run_1/io_fan.png
Drawn at 2 px/um.
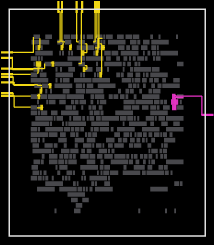
run_1/cell_density.png
Drawn at 3 px/um. The die is cut into 10 by 11 equal tiles; dark blue is low, red is high, 0 to 100% covered.
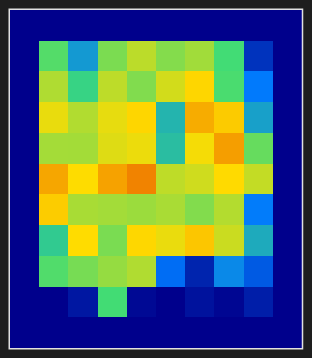
run_1/placement_by_type.png
Drawn at 3 px/um.
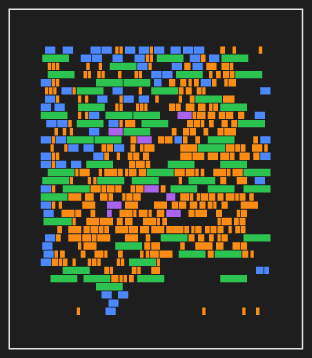
run_1/layer_met1.png
Drawn at 4 px/um. Supply wires on this layer in grey.
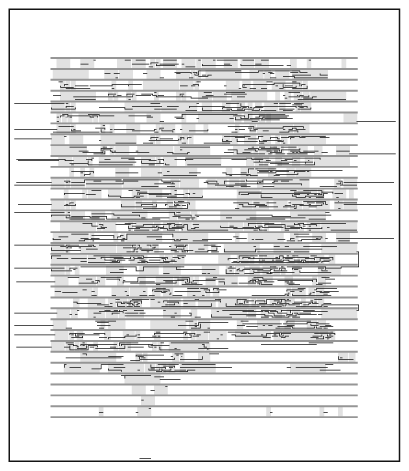
## config.mk

```make
export PLATFORM = sky130hd
export DESIGN_NAME = fft_burst_ctrl
export DESIGN_NICKNAME = d
export VERILOG_FILES = /design/src/rtl/fft_burst_ctrl.sv
export SDC_FILE = /design/constraint.sdc
export NUM_CORES = 1
export LEC_CHECK = 0
export CORE_ASPECT_RATIO = 1.2
export CORE_MARGIN = 10
export CORE_UTILIZATION = 45
export DETAILED_ROUTE_END_ITERATION = 10
export PLACE_DENSITY = 0.73
export SLEW_MARGIN = 0
export SYNTH_ARGS = -nofsm -noshare
export SYNTH_HDL_FRONTEND = slang
export SYNTH_SLANG_ARGS = --single-unit
```

## constraint.sdc

```tcl
create_clock -name clk -period 6.9 [get_ports clk]
set_clock_uncertainty 0.1 [all_clocks]
set_input_delay 1.035 -clock clk [delete_from_list [all_inputs] [get_ports clk]]
set_output_delay 1.035 -clock clk [all_outputs]
set_load 0.03 [all_outputs]
```

## src/rtl/fft_burst_ctrl.sv

```systemverilog
// fft_burst_ctrl: run sequencer for the burst FFT/IFFT core and its stream source.
// For each frame of a run it sends one config word to the core, pulses the
// source start, waits for the input frame end and then the output frame end.
// Each output phase is guarded by a timeout, and frames are separated by an
// optional idle gap. The run repeats for the requested number of frames.
//
// Ports:
//   clk, rst_n              clock, asynchronous active-low reset
//   run, abort              host start pulse (IDLE only) / synchronous abort
//   num_frames              frames per run (0 behaves as 1)
//   fwd_inv, scale_sch      core direction and scaling schedule, latched on run
//   cfg_valid/data/ready    core config channel; data = {8'h00, scale_sch, fwd_inv}
//   src_start               one-cycle start pulse to the source
//   in_* / out_*            monitored AXI-stream handshakes at core input/output
//   busy, done              not-idle flag / end-of-successful-run pulse
//   err_timeout             sticky timeout flag, cleared by the next accepted run
//   frames_done             frames completed in the current or last run
//
// state   | meaning
// --------+-----------------------------------------------------------
// S_IDLE  | waiting for run
// S_CFG   | config word presented, waiting for cfg_ready
// S_START | src_start high for this single cycle
// S_IN    | waiting for the input frame last beat
// S_OUT   | waiting for the output frame last beat, timeout running
// S_GAP   | idle gap between frames
// S_DONE  | done pulse, back to idle
// S_ERR   | timeout seen, back to idle without done
module fft_burst_ctrl #(
  parameter int FRAME_CNT_W = 8,
  parameter int TIMEOUT_CYC = 4096,
  parameter int GAP_CYC     = 4,
  parameter int TO_W        = 13
) (
  input  logic                   clk,
  input  logic                   rst_n,
  input  logic                   run,
  input  logic                   abort,
  input  logic [FRAME_CNT_W-1:0] num_frames,
  input  logic                   fwd_inv,
  input  logic [14:0]            scale_sch,
  output logic                   cfg_valid,
  output logic [23:0]            cfg_data,
  input  logic                   cfg_ready,
  output logic                   src_start,
  input  logic                   in_valid,
  input  logic                   in_ready,
  input  logic                   in_last,
  input  logic                   out_valid,
  input  logic                   out_ready,
  input  logic                   out_last,
  output logic                   busy,
  output logic                   done,
  output logic                   err_timeout,
  output logic [FRAME_CNT_W-1:0] frames_done
);

  typedef enum logic [2:0] {
    S_IDLE, S_CFG, S_START, S_IN, S_OUT, S_GAP, S_DONE, S_ERR
  } state_t;

  localparam logic [TO_W-1:0] TO_TC  = TO_W'(TIMEOUT_CYC - 1);
  localparam logic [TO_W-1:0] GAP_TC = TO_W'((GAP_CYC > 0) ? (GAP_CYC - 1) : 0);

  state_t                 state;
  logic [FRAME_CNT_W-1:0] frames_req;
  logic [TO_W-1:0]        cnt;

  logic in_beat, out_beat, last_frame;

  assign in_beat    = in_valid & in_ready & in_last;
  assign out_beat   = out_valid & out_ready & out_last;
  // frames_req is never zero, so the subtraction cannot wrap
  assign last_frame = (frames_done >= (frames_req - FRAME_CNT_W'(1)));

  always_ff @(posedge clk or negedge rst_n) begin
    if (!rst_n) begin
      state       <= S_IDLE;
      cfg_valid   <= 1'b0;
      cfg_data    <= '0;
      src_start   <= 1'b0;
      busy        <= 1'b0;
      done        <= 1'b0;
      err_timeout <= 1'b0;
      frames_done <= '0;
      frames_req  <= FRAME_CNT_W'(1);
      cnt         <= '0;
    end else begin
      src_start <= 1'b0;
      done      <= 1'b0;
      if (abort) begin
        state     <= S_IDLE;
        cfg_valid <= 1'b0;
        busy      <= 1'b0;
      end else begin
        unique case (state)
          S_IDLE: begin
            if (run) begin
              state       <= S_CFG;
              cfg_valid   <= 1'b1;
              // cfg_data doubles as the latched copy of fwd_inv/scale_sch
              cfg_data    <= {8'h00, scale_sch, fwd_inv};
              frames_req  <= (num_frames == '0) ? FRAME_CNT_W'(1) : num_frames;
              frames_done <= '0;
              err_timeout <= 1'b0;
              busy        <= 1'b1;
            end
          end
          S_CFG: begin
            if (cfg_ready) begin
              state     <= S_START;
              cfg_valid <= 1'b0;
              src_start <= 1'b1;
            end
          end
          S_START: state <= S_IN;
          S_IN: begin
            cnt <= '0;
            if (in_beat) state <= S_OUT;
          end
          S_OUT: begin
            // an out-beat on the terminal-count cycle still completes the frame
            if (out_beat) begin
              if (frames_done < frames_req) frames_done <= frames_done + FRAME_CNT_W'(1);
              if (last_frame) begin
                state <= S_DONE;
                done  <= 1'b1;
              end else if (GAP_CYC == 0) begin
                state     <= S_CFG;
                cfg_valid <= 1'b1;
              end else begin
                state <= S_GAP;
                cnt   <= '0;
              end
            end else if (cnt == TO_TC) begin
              state       <= S_ERR;
              err_timeout <= 1'b1;
            end else begin
              cnt <= cnt + TO_W'(1);
            end
          end
          S_GAP: begin
            if (cnt == GAP_TC) begin
              state     <= S_CFG;
              cfg_valid <= 1'b1;
            end else begin
              cnt <= cnt + TO_W'(1);
            end
          end
          S_DONE, S_ERR: begin
            state <= S_IDLE;
            busy  <= 1'b0;
          end
          default: begin
            state     <= S_IDLE;
            cfg_valid <= 1'b0;
            busy      <= 1'b0;
          end
        endcase
      end
    end
  end

endmodule

```

==> job_summary.md, run 1 <==
## Synthesis and layout report

| Metric | Value |
|---|---|
| Status | completed |
| Late-Pin Clk Latency | 320 ps |
| Setup WS pre-CTS | 3650 ps |
| Largest net degree at the start of global routing | 54 |
| Tot Pwr | 0.00122 W |
| Max_cap viols | 0 |
| Starting DRT DRC Count | 150 |
| First-pass GRT wire length | 13700 um |
| Hold path depth | 2 |
| Crit Reg-Reg Startpoint | frames_req[0] |
| Clock Tree Buf Depth | 2 |
| Initial antenna violation count | 0 |
| R2R setup slack | 3940 ps |
| Fmax | 338 MHz |
| DP HPWL | 6020 um |
| Via count | 2785 |
| Crit path kind | reg -> reg |
| Worst Setup Slack, final | 3940 ps |
| Cycle use final | 42.9% |
| Power Dens Cells | 307 nW/um2 |
| Post-synth EDFFs | 0 |
| Ys cells | 362 |
| RSZ-0062 raised after global routing | no |
| Total GRT Usage | 14.6% |
| Setup TNS | 0 ps |
| Final GP Congestion | 0.913 |
| Post-Synthesis Cells | 362 |
| Most used cell, CP | ha_1 |
| GRT overflow | 0 |
| DRC Markers | 0 |
| Worst Setup End Kind | register |
| Hold endpoint | cfg_data[4] |
| Min-Delay Path Class | reg -> reg |
| Total clock sinks | 53 |
## Picture notes: io_fan.png
Key: `scale_sch` = yellow [bits 15, direction input, end cells 15, buffers 15, wire 322 um]; `out_valid` = magenta [bits 1, direction input, end cells 3, buffers 1, wire 35.2 um]
I/O Pins: 72
Buffers on Ports: 63

## Picture notes: cell_density.png
The mean over all tiles is 35%. The fullest tile reaches 85%. 38% of the tiles are nearly empty. The emptiest ninth of the die: bottom right. The densest ninth of the die: middle. 11% of the tiles are over 75% full.
floorplan core density: 46.7%
Post-Route Utilization: 57.4%
core box area: 6900 um2

## Picture notes: placement_by_type.png
Key: flops = green [cells 53, share of their area 34%]; other buffers and delay cells = blue [cells 66, share of their area 17%]; combinational and other logic = orange [cells 292, share of their area 46%]; clock drivers and dummy loads = purple [cells 8, share of their area 2.5%]

## Picture notes: layer_met1.png
The layer carries 3560 um of wire. The layer holds 43% of the routed length.

==> run 1: per-layer routing <==
layer | wire length, um | GRT usage [%] | share of wire (%) | up-vias
met5 | 0 | 0 | 0 | -
met3 | 538 | 4.97 | 6.5 | 8
met2 | 4100 | 24.0 | 49 | 65
li1 | - | - | - | 1389
met1 | 3560 | 17.7 | 43 | 1323
met4 | 103 | 4.47 | 1.2 | 0
==> run 1: final cells by class <==
cell class / instances / area [um2]
Fill cell: 611 / 2930
Multi-Input combinational cell: 276 / 1720
Sequential cell: 53 / 1330
Timing Repair Buffer: 66 / 648
Tap cell: 87 / 109
Clock buffer: 6 / 82.6
Inverter: 16 / 60.1
Clock inverter: 2 / 13.8
==> run 1: how the worst max path moves through the flow <==
stage,from,end,slack (ps),depth (start not counted)
2_1_floorplan,frames_req[2],state[1],4430,10
3_3_place_gp,abort,frames_done[6],3710,5
6_report,frames_req[0],cnt[12],3940,7
4_1_cts,frames_req[0],cnt[1],3890,7
3_5_place_dp,abort,frames_done[4],3650,5
5_1_grt,frames_req[0],cnt[1],3650,7
==> run 1: cell usage after synthesis (all sizes together), types with 9 or more instances <==
master  number  area, um2
nor3         9       45.0
inv         16       60.1
nand2       74        285
buf         18        115
o21ai       18       90.1
ha          19        238
a21oi       19        106
nand3       11       60.1
nor2        14       55.1
a31oi       13       81.3
dfrtp       52       1300
==> run 1: cells by family (layout without fill, tap and decap cells) <==
logic type | Yosys count | count (layout) | share of synthesized area [%]
muxes | 6 | 6 | 1.87
buffers and inverters | 40 | 90 | 6.14
AOI/OAI and AO/OA | 81 | 81 | 17.2
other | 1 | 8 | 0.116
adders and majority gates | 19 | 19 | 7.38
xor gates and xnor gates | 7 | 7 | 1.90
and+or+nand+nor | 155 | 155 | 24.1
DFF | 53 | 53 | 41.2
==> run 1: registers in the layout (all words and copies together) (netlist names) <==
name and count:
busy 1, cfg_data 16, cfg_valid 1, cnt 13
done 1, err_timeout 1, frames_done 8, frames_req 8
src_start 1, state 3
==> run 1: worst max-delay path: cells and delay by family, from the launching register on <==
| family | cells | cell delay [ps] |
|---|---|---|
| buffers and inverters | 1 | 70 |
| adder cells (fa/ha/maj) | 2 | 580 |
| AND-OR/OR-AND | 4 | 1530 |
| flip-flops | 1 | 550 |
==> run 1: layout by cell type, fill, tap and decap left out, drive strengths merged, types with 7 or more instances in the layout <==
cell type and instances:
nor2 14, xnor2 7, clkdlybuf4s50 62, nand2 74
o21ai 18, dfrtp 52, nor3 9, a31oi 13
conb 8, inv 16, and3 7, a21oi 19
ha 19, nand3 11, nand4 7
==> run 1: power breakdown <==
group / switching [W] / leakage [nW] / internal [W]
clock: 0.000109 / 0.0512 / 0.0000817
combinational: 0.000321 / 0.971 / 0.000231
sequential: 0.0000762 / 0.691 / 0.000398
==> run 1: metrics by stage <==
stage / instance area (um2) / hold WS [ps]
2_1_floorplan: 3250 / 371
3_3_place_gp: 3860 / 357
3_5_place_dp: 3860 / 363
4_1_cts: 3960 / 388
5_1_grt: 3960 / 411
6_report: 3960 / 380
==> inputs of run 2 (changes only) <==
==> constraint.sdc (replaced) <==
create_clock -name clk -period 2.8 [get_ports clk]
set_clock_uncertainty 0.1 [all_clocks]
set_input_delay 0.42 -clock clk [delete_from_list [all_inputs] [get_ports clk]]
set_output_delay 0.42 -clock clk [all_outputs]
set_load 0.03 [all_outputs]
run_2/cell_density.png
Drawn at 3 px/um. The die is cut into 10 by 11 equal tiles; dark blue is low, red is high, 0 to 100% covered.
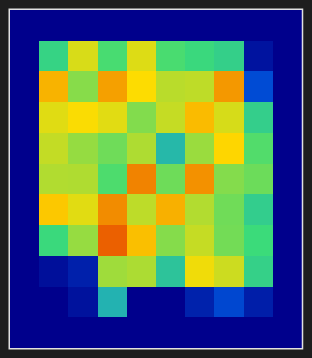
The fullest tile reaches 89%. 37% of the tiles are nearly empty. The densest ninth of the die: middle.

==> run 2 against run 1 <==
- sequential cell count is the same
- area after synthesis did not move
- setup slack lost 3800 ps
- register-to-register slack got worse by 3800 ps
- sequential share of layout area shrank 0.74 points
- non-clock buffer count is 8 higher
==> job_summary.md, run 2 <==
## Synthesis and layout report

| Metric | Value |
|---|---|
| Status | completed |
| Number of flip-flops in the largest register | 16 |
| GRT overflow | 0 |
| Initial antenna violation count | 0 |
| Area leader, netlist | dfrtp_1 |
| Top Layout Cells | 73 x nand2_1, 62 x clkdlybuf4s50_1, 52 x dfrtp_1, 19 x ha_1 |
| Most used cell, CP | ha_1 |
| Min-Delay Path Class | reg -> reg |
| Top Registers | cfg_data x16, cnt x13 |
| Via count | 2818 |
| Worst Setup End Kind | register |
| Starting DRT DRC Count | 77 |
| Cycle use final | 94.5% |
| Crit-path leading delay family | AND-OR/OR-AND gates |
| Top reg by flops | cfg_data |
| GRT Max-Usage Layer | met2 |
| Top cells by area | dfrtp_1 40%, nand2_1 8.5%, ha_1 7.4% |
| Final GP Congestion | 0.875 |
| Setup crit start | frames_req[0] |
| Post-synth EDFFs | 0 |
| Clock Tree Buf Depth | 2 |
| Met2 global-route usage | 25.4% |
| Ys cells | 362 |
| DP HPWL | 6300 um |
| CP bufs+invs | 2 |
| First-pass GRT wire length | 13900 um |
run_2/placement.png
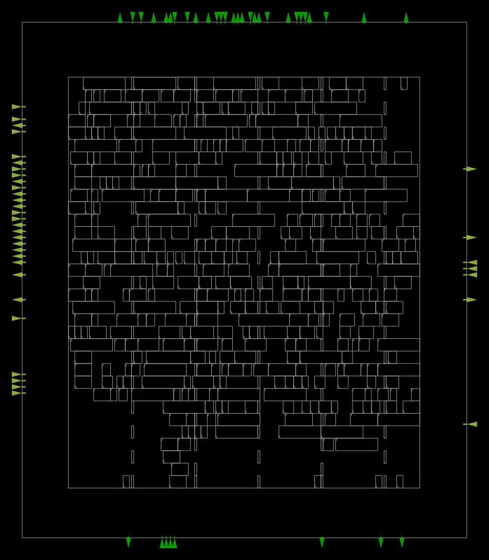
Post-Route Utilization: 58.7%
Final Non-Filler Cells: 513
flop count: 53
Fillers: 624
n_taps: 87

-- run 2: through the flow --
| stage | total power [W] | instances | hold WS (ps) | TNS, ps | area (um2) |
|---|---|---|---|---|---|
| finish | 0.00308 | 513 | 380 | 0 | 4050 |
| global route | 0.00333 | 513 | 401 | -75.2 | 4050 |
| CTS | 0.00311 | 512 | 385 | 0 | 4040 |
| detailed placement | 0.00258 | 504 | 278 | 0 | 3920 |
| global placement | 0.00255 | 504 | 279 | 0 | 3920 |
| floorplan | 0.00206 | 369 | 24.4 | 0 | 3250 |
-- run 2: cells by family after synthesis --
family	Yosys count	share of synthesized area [%]
adder cells (fa/ha/maj)	19	7.38
other	1	0.116
multiplexers	6	1.87
AND/OR/NAND/NOR	155	24.1
flip-flops	53	41.2
XOR/XNOR	7	1.90
AND-OR/OR-AND	81	17.2
buffers and inverters	40	6.14
-- run 2: layout make-up --
type / instances / area, um2
inverter: 16 / 60.1
timing repair buffer: 74 / 723
sequential: 53 / 1330
tap: 87 / 109
clock inverter: 2 / 35.0
fill: 624 / 2850
clock buffer: 5 / 68.8
multi-input combinational: 276 / 1730
-- run 2: worst paths after layout --
| kind | to | cells after the start | slack [ps] |
|---|---|---|---|
| setup / recovery | cnt[1] | 8 | 150 |
| hold reg to reg | cfg_data[0] | 2 | 380 |
| min in group asynchronous | cnt[5] | 2 | 480 |
| setup reg to reg | cnt[1] | 8 | 150 |
| max in group asynchronous | frames_req[0] | 3 | 1470 |
| hold / removal | cfg_data[0] | 2 | 380 |
-- run 2: worst min-delay path, cell delays in order, from the launching register on --
cell	delay [ps]
dfrtp_1	350
nand2_1	50
nand2_1	50
-- run 2: timing repair --
item                                    in CTS  in global routing
pin swaps                                    0                  1
endpoints found under the setup margin       1                 14
buffers inserted                             0                  1
resized                                      1                  1
hold endpoints to repair                    16                  0
hold buffers                                 1                  0
-- run 2: layer usage --
layer / wire length (um) / vias to the layer above / part of all wire (%)
met5: 0 / - / 0
met4: 65 / 0 / 0.78
met1: 3630 / 1339 / 43
met2: 4140 / 68 / 49
met3: 535 / 6 / 6.4
li1: - / 1405 / -
-- run 2: power breakdown --
| part | internal (W) | switching (W) | total, W | leakage [nW] |
|---|---|---|---|---|
| clock network | 0.000260 | 0.000246 | 0.000506 | 0.0540 |
| logic | 0.000593 | 0.000804 | 0.00140 | 1.01 |
| registers | 0.000982 | 0.000196 | 0.00118 | 0.691 |
==> inputs of run 3 (changes only) <==
--- a/config.mk
+++ b/config.mk
@@ -5,6 +5,7 @@
 export SDC_FILE = /design/constraint.sdc
 export NUM_CORES = 1
 export LEC_CHECK = 0
+export CAP_MARGIN = 5
 export CORE_ASPECT_RATIO = 1.2
 export CORE_MARGIN = 10
 export CORE_UTILIZATION = 45
==> run 3 against run 2 <==
- clock power about the same
- power did not move
- routed wire length did not move
- global-route usage stayed put
- critical path type unchanged
==> job_summary.md, run 3 <==
## Synthesis and layout report

| Metric | Value |
|---|---|
| Top cells by area | dfrtp_1 40%, nand2_1 8.5%, ha_1 7.4% |
| Total GRT Usage | 14.8% |
| Post-synth EDFFs | 0 |
| I/O Pins | 72 |
| FF+latch area | 1330 um2 |
| Area leader, netlist | dfrtp_1 |
| Post-Synthesis Cells | 362 |
| Dominant logic cell type in the layout | nand2_1 |
| DP HPWL | 6300 um |
| Hold_ws | 380 ps |
| Top Registers | cfg_data x16, cnt x13 |
| Total clock sinks | 53 |
| Via count | 2818 |
| First-pass GRT wire length | 13900 um |
| Setup WS pre-CTS | 21.1 ps |
| Floorplan core density | 46.7% |
| Status | completed |
| Most used cell, CP | ha_1 |
| Most frequent cell after synthesis | nand2_1 |
| Top reg by flops | cfg_data |
| Max_cap viols | 0 |
| Core box area | 6900 um2 |
| CP bufs+invs | 2 |
| Logic area | 1730 um2 |
| Setup TNS | 0 ps |
run 3: cell counts after synthesis:
No cell type changed its count.
run 3: worst paths after layout:
kind	start	to	slack [ps]	depth (start not counted)
worst max-delay path	frames_req[0]	cnt[1]	150	8
worst min-delay path	cfg_data[0]	cfg_data[0]	380	2
worst max register to register	frames_req[0]	cnt[1]	150	8
worst min register to register	cfg_data[0]	cfg_data[0]	380	2
max in group asynchronous	rst_n	frames_req[0]	1470	3
min in group asynchronous	rst_n	cnt[5]	480	2
run 3: final cells by class:
class / count / share of cell area (%)
multi-input cells: 276 / 42.6
flip-flops and latches: 53 / 32.8
repair buffers: 74 / 17.9
well taps: 87 / 2.69
clock buffers: 5 / 1.70
inverters: 16 / 1.48
clock inverters: 2 / 0.865
run 3: worst reg2reg max path, stage by stage (launching register included):
cell,delay (ps)
dfstp_2,560
inv_1,80
ha_1,300
ha_1,280
a2111oi_1,500
o211ai_1,140
buf_4,180
a21boi_2,230
mux2i_1,210
run 3: cells by family (layout without fill, tap and decap cells):
kind of cell	Yosys count	after routing	share of synthesized area [%]
and+or+nand+nor	155	155	24.1
AOI/OAI and AO/OA	81	81	17.2
DFF	53	53	41.2
buffers and inverters	40	97	6.14
adders and majority gates	19	19	7.38
xor gates and xnor gates	7	7	1.90
muxes	6	6	1.87
other	1	8	0.116
run 3: repair_timing:
item / 4_1_cts / 5_1_grt
gates resized: 1 / 1
endpoints found under the hold margin: 16 / 0
hold buffers: 1 / 0
pin swaps: 0 / 1
setup endpoints to repair: 1 / 14
setup buffers: 0 / 1
run 3: metrics by stage:
step | instances | power (W)
after floorplan | 369 | 0.00206
after global placement | 504 | 0.00255
after detailed placement | 504 | 0.00258
after CTS | 512 | 0.00311
after global routing | 513 | 0.00333
final | 513 | 0.00308
run 3: report_power, final:
group          switching (W)  internal, W  total (W)
clock               0.000246     0.000260   0.000506
sequential          0.000196     0.000982    0.00118
combinational       0.000804     0.000593    0.00140
total                0.00125      0.00184    0.00308
run 3: routing by layer:
| layer | routed length [um] | GRT usage, % |
|---|---|---|
| met3 | 535 | 4.85 |
| met1 | 3630 | 17.6 |
| met2 | 4140 | 25.4 |
| met4 | 65 | 3.01 |
| met5 | 0 | 0 |
run_3/placement.png
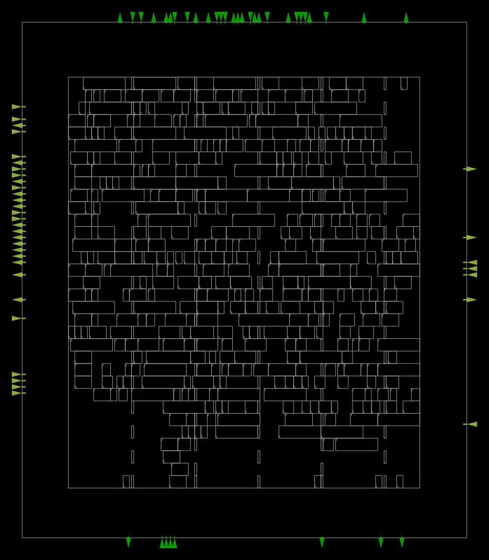
Rows: 33
Seq area share: 32.8%

run_3/placement_by_type.png
Drawn at 3 px/um.
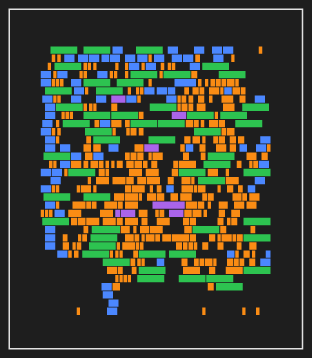
Key: clock drivers and dummy loads = purple [cells 7, share of their area 2.6%]; flops = green [cells 53, share of their area 34%]; other buffers and delay cells = blue [cells 74, share of their area 18%]; combinational and other logic = orange [cells 292, share of their area 45%]
Design Area, Final: 4050 um2

Power and IR drop assume default switching activity.
